--- src/rtl/hero_write_arb.sv ---
// hero_write_arb: round-robin arbiter sharing one hero write bus between
// NUM_REQ producers. A grant holds for a whole VALID..DONE transaction, the
// output beat is registered, and a watchdog truncates overlong bursts.
module hero_write_arb #(
   parameter int unsigned NUM_REQ    = 4,
   parameter int unsigned HERO_WIDTH = 36,
   parameter int unsigned SUB_WIDTH  = 7,
   parameter int unsigned MAX_BURST  = 16,
   localparam int unsigned IDX_W     = (NUM_REQ > 1) ? $clog2(NUM_REQ) : 1,
   localparam int unsigned CNT_W     = $clog2(MAX_BURST + 1)
) (
   input  logic                           clk,
   input  logic                           rst_n,
   input  logic [NUM_REQ-1:0]             req_valid,
   input  logic [2*NUM_REQ-1:0]           req_cycle_type,
   input  logic [HERO_WIDTH*NUM_REQ-1:0]  req_wdat,
   input  logic [SUB_WIDTH*NUM_REQ-1:0]   req_sub,
   output logic [NUM_REQ-1:0]             req_ready,
   input  logic                           out_ready,
   output logic [1:0]                     hero_cycle_type,
   output logic [HERO_WIDTH-1:0]          hero_wdat,
   output logic [SUB_WIDTH-1:0]           hero_sub,
   output logic                           hero_clk_en,
   output logic [IDX_W-1:0]               owner,
   output logic                           err_timeout,
   output logic                           err_timeout_sticky
);

   // Encoding 2'd3 is undefined on the bus; it is carried like VALID.
   typedef enum logic [1:0] {
      CT_IDLE  = 2'd0,
      CT_VALID = 2'd1,
      CT_DONE  = 2'd2
   } cycle_type_e;

   typedef enum logic {
      ST_ARB,
      ST_LOCK
   } state_e;

   state_e                  state_q, state_d;
   logic [IDX_W-1:0]        rr_ptr_q, rr_ptr_d;
   logic [IDX_W-1:0]        owner_q, owner_d;
   logic [CNT_W-1:0]        beat_cnt_q, beat_cnt_d;
   logic [1:0]              ct_q, ct_d;
   logic [HERO_WIDTH-1:0]   wdat_q, wdat_d;
   logic [SUB_WIDTH-1:0]    sub_q, sub_d;
   logic                    clk_en_q, clk_en_d;
   logic                    err_q, err_d;
   logic                    sticky_q, sticky_d;

   logic [1:0]              ct_a   [NUM_REQ];
   logic [HERO_WIDTH-1:0]   wdat_a [NUM_REQ];
   logic [SUB_WIDTH-1:0]    sub_a  [NUM_REQ];
   logic [NUM_REQ-1:0]      eligible;

   logic                    slot_free;
   logic                    win_found;
   logic [IDX_W-1:0]        winner;
   logic [IDX_W-1:0]        sel;
   logic                    have_sel;
   logic                    accept;
   logic                    timeout;
   logic                    is_last;
   logic [IDX_W-1:0]        next_ptr;

   // Unpack the flat requester buses and flag requesters offering a real beat.
   always_comb begin
      for (int unsigned i = 0; i < NUM_REQ; i++) begin
         ct_a[i]     = req_cycle_type[2*i +: 2];
         wdat_a[i]   = req_wdat[HERO_WIDTH*i +: HERO_WIDTH];
         sub_a[i]    = req_sub[SUB_WIDTH*i +: SUB_WIDTH];
         eligible[i] = req_valid[i] && (ct_a[i] != CT_IDLE);
      end
   end

   // Round-robin search: first eligible index at or after rr_ptr, wrapping
   // without a power-of-two modulo so any NUM_REQ works.
   always_comb begin
      int unsigned idx;
      idx       = 0;
      winner    = rr_ptr_q;
      win_found = 1'b0;
      for (int unsigned off = 0; off < NUM_REQ; off++) begin
         idx = 32'(rr_ptr_q) + off;
         if (idx >= NUM_REQ) begin
            idx = idx - NUM_REQ;
         end
         if (!win_found && eligible[IDX_W'(idx)]) begin
            win_found = 1'b1;
            winner    = IDX_W'(idx);
         end
      end
   end

   // Handshake: the locked owner or the round-robin winner is accepted
   // whenever the output slot can take a beat.
   always_comb begin
      slot_free = out_ready || (ct_q == CT_IDLE);
      sel       = (state_q == ST_LOCK) ? owner_q : winner;
      have_sel  = (state_q == ST_LOCK) ? eligible[owner_q] : win_found;
      accept    = slot_free && have_sel;
      timeout   = accept && (state_q == ST_LOCK) && (ct_a[sel] != CT_DONE)
                  && (beat_cnt_q == CNT_W'(MAX_BURST - 1));
      is_last   = (ct_a[sel] == CT_DONE) || timeout;
      next_ptr  = (sel == IDX_W'(NUM_REQ - 1)) ? '0 : sel + 1'b1;
      for (int unsigned i = 0; i < NUM_REQ; i++) begin
         req_ready[i] = rst_n && accept && (IDX_W'(i) == sel);
      end
   end

   // Next-state: output register load/bubble/hold, FSM, pointer and watchdog.
   always_comb begin
      state_d    = state_q;
      rr_ptr_d   = rr_ptr_q;
      owner_d    = owner_q;
      beat_cnt_d = beat_cnt_q;
      ct_d       = ct_q;
      wdat_d     = wdat_q;
      sub_d      = sub_q;
      clk_en_d   = clk_en_q;
      err_d      = timeout;
      sticky_d   = sticky_q | timeout;
      if (slot_free) begin
         if (accept) begin
            ct_d     = timeout ? CT_DONE : ct_a[sel];
            wdat_d   = wdat_a[sel];
            sub_d    = sub_a[sel];
            clk_en_d = 1'b1;
            owner_d  = sel;
            if (is_last) begin
               state_d    = ST_ARB;
               beat_cnt_d = '0;
               rr_ptr_d   = next_ptr;
            end else begin
               state_d    = ST_LOCK;
               beat_cnt_d = (state_q == ST_ARB) ? CNT_W'(1) : beat_cnt_q + 1'b1;
            end
         end else begin
            ct_d     = CT_IDLE;
            wdat_d   = '0;
            sub_d    = '0;
            clk_en_d = 1'b0;
         end
      end
   end

   // State and registered outputs; async reset discards any partial transaction.
   always_ff @(posedge clk or negedge rst_n) begin
      if (!rst_n) begin
         state_q    <= ST_ARB;
         rr_ptr_q   <= '0;
         owner_q    <= '0;
         beat_cnt_q <= '0;
         ct_q       <= CT_IDLE;
         wdat_q     <= '0;
         sub_q      <= '0;
         clk_en_q   <= 1'b0;
         err_q      <= 1'b0;
         sticky_q   <= 1'b0;
      end else begin
         state_q    <= state_d;
         rr_ptr_q   <= rr_ptr_d;
         owner_q    <= owner_d;
         beat_cnt_q <= beat_cnt_d;
         ct_q       <= ct_d;
         wdat_q     <= wdat_d;
         sub_q      <= sub_d;
         clk_en_q   <= clk_en_d;
         err_q      <= err_d;
         sticky_q   <= sticky_d;
      end
   end

   assign hero_cycle_type    = ct_q;
   assign hero_wdat          = wdat_q;
   assign hero_sub           = sub_q;
   assign hero_clk_en        = clk_en_q;
   assign owner              = owner_q;
   assign err_timeout        = err_q;
   assign err_timeout_sticky = sticky_q;

endmodule

--- config.mk ---
export PLATFORM = sky130hd
export DESIGN_NAME = hero_write_arb
export DESIGN_NICKNAME = d
export VERILOG_FILES = /design/src/rtl/hero_write_arb.sv
export SDC_FILE = /design/constraint.sdc
export NUM_CORES = 1
export LEC_CHECK = 0
export CORE_ASPECT_RATIO = 1.25
export CORE_UTILIZATION = 40
export DETAILED_ROUTE_END_ITERATION = 8
export PLACE_DENSITY = 0.95
export SLEW_MARGIN = 20
export SYNTH_ARGS = -nofsm -noshare
export SYNTH_HDL_FRONTEND = slang
export SYNTH_SLANG_ARGS = --single-unit
--- constraint.sdc ---
create_clock -name clk -period 3.5 [get_ports clk]
set_clock_uncertainty 0.2 [all_clocks]
set_input_delay 0.525 -clock clk [delete_from_list [all_inputs] [get_ports clk]]
set_output_delay 0.525 -clock clk [all_outputs]
set_load 0.02 [all_outputs]
==> Slide: Implementation Results <==
Physical Implementation Snapshot

Placement
  • Post-DP HPWL: 10300 µm
  • Placed instance area: 0.00644 mm²

Critical path
  • CP endpoint: req_ready[3]
  • RR Endpoint: hero_wdat[6]
  • R2r startpoint: state_q
  • Slowest CP cell: clkdlybuf4s50_1
  • Kind of critical path: input pin to output port
  • Worst setup SP type: input pin

Pwr
  • PD cells: roughly 780 mW/mm²
  • Switching Share: 42.7%
  • Overall Power: 5.28 mW
  • Leak: 2.72 nW
  • Seq pwr share: 21.5%

Synthesis
  • Post-synth top area share: 37.1%
  • Yosys stat cell total: 395
  • Yosys top cell by area: dfrtp_1

Route
  • Met3 WL: ~850 µm
  • Uppermost layer routed: met4
  • Antenna viol nets, final: 0
  • Detailed-routing wirelength on met1: 4880 µm
  • DRT iter0 DRCs: 177
  • Avg Vias per Cell: 5.47

Final timing
  • Tmin final: 3.39 ns
  • Max_slew headroom: 47.8%
  • Final Setup Violations: 0
  • Setup WS post-layout: 0.107 ns

Clocking
  • Clk buf depth: 2

Global route
  • Global Route met1 Usage: 27.9%
  • Initial antenna violation count: 0

Outcome
  • Outcome: finished, final reports clean

Hold path
  • Min-delay src: hero_sub[2]

Finish
  • Comb area: about 0.0023 mm²
  • Signal buffers share of area: between 30% and 40%
  • MI comb cells: approximately 300
  • Nets: 828

Floorplan
  • Initial core utilization: 40.9%
  • Die Span X: 90.4 µm
-- critical path: cells and delay by family --
family / cells / cell delay (ns)
buffers and inverters: 3 / 0.94
AOI/OAI and AO/OA: 4 / 0.85
adders and majority gates: 1 / 0.18
and+or+nand+nor: 1 / 0.16
-- state kept, by name, indices dropped and copies added (netlist names) --
name / flops
hero_sub: 7
state_q: 1
rr_ptr_q: 2
err_timeout: 1
beat_cnt_q: 5
owner: 2
hero_wdat: 36
hero_cycle_type: 2
err_timeout_sticky: 1
hero_clk_en: 1
-- power by group through the flow --
stage               clock network (mW)  logic, mW  registers [mW]
finish                           0.822       3.33            1.14
global placement                     0       3.20            1.13
CTS                              0.838       3.34            1.14
floorplan                            0       1.99            1.35
detailed placement                   0       3.32            1.14
global route                     0.870       3.57            1.17
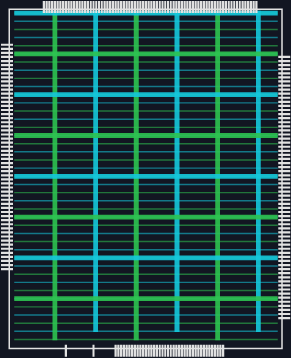
(images/floorplan.png)
(3 px per µm) Pins as bars on the die edge.
| colour | net |
|---|---|
| green | VSS |
| cyan | VDD |
rows: 40
signal pins: 241

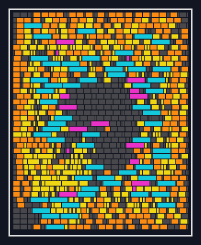
(images/class_map.png)
(2 px per µm) Fill, decap, tap and diode cells in grey.
| colour | class | cells |
|---|---|---|
| magenta | clock drivers and dummy loads | 16 |
| yellow | remaining logic cells | 307 |
| orange | remaining buffers and delay cells | 259 |
| cyan | registers | 58 |
Design Area, Final: 0.00674 mm²
Rows: 40
Seq area share: 21.5%
Core ar.: 0.00956 mm²

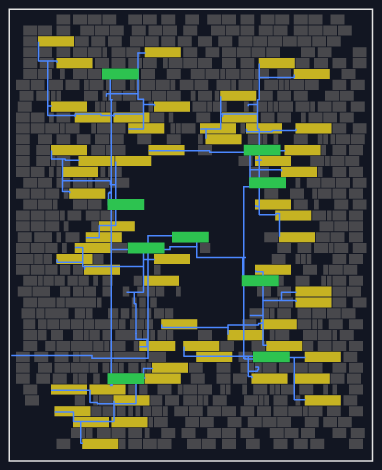
(images/clock_wires.png)
(4 px per µm)
[yellow] flip-flops | count: 58
[green] clock-net drivers | count: 9
[blue] clock wires | length: 822 µm
flops lie: spread over the die
routed clock nets: 10

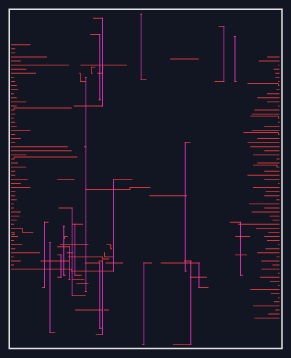
(images/layers.png)
(3 px per µm) Only two layers are drawn.
| colour | layer | wire length |
|---|---|---|
| red | M3 | 850 µm |
| magenta | M4 | 511 µm |
Total GRT Usage: 26.7%
vias post-DR: 4189
WL final: 13400 µm
wire per inst: 17.5 µm

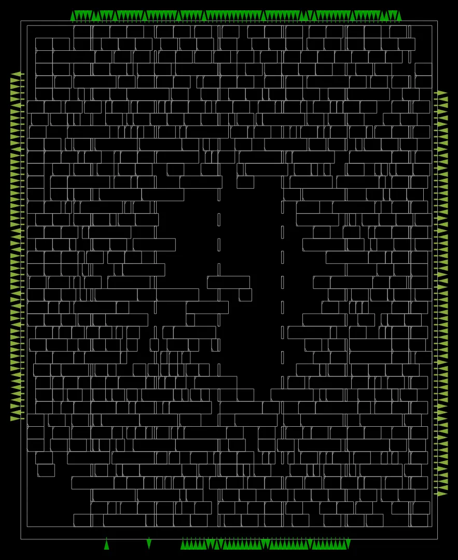
(images/placed.png)
flip-flops: 58
Layout Utilization: 70.5%
Fillers: 696

Power is estimated from default activity; no workload was simulated.
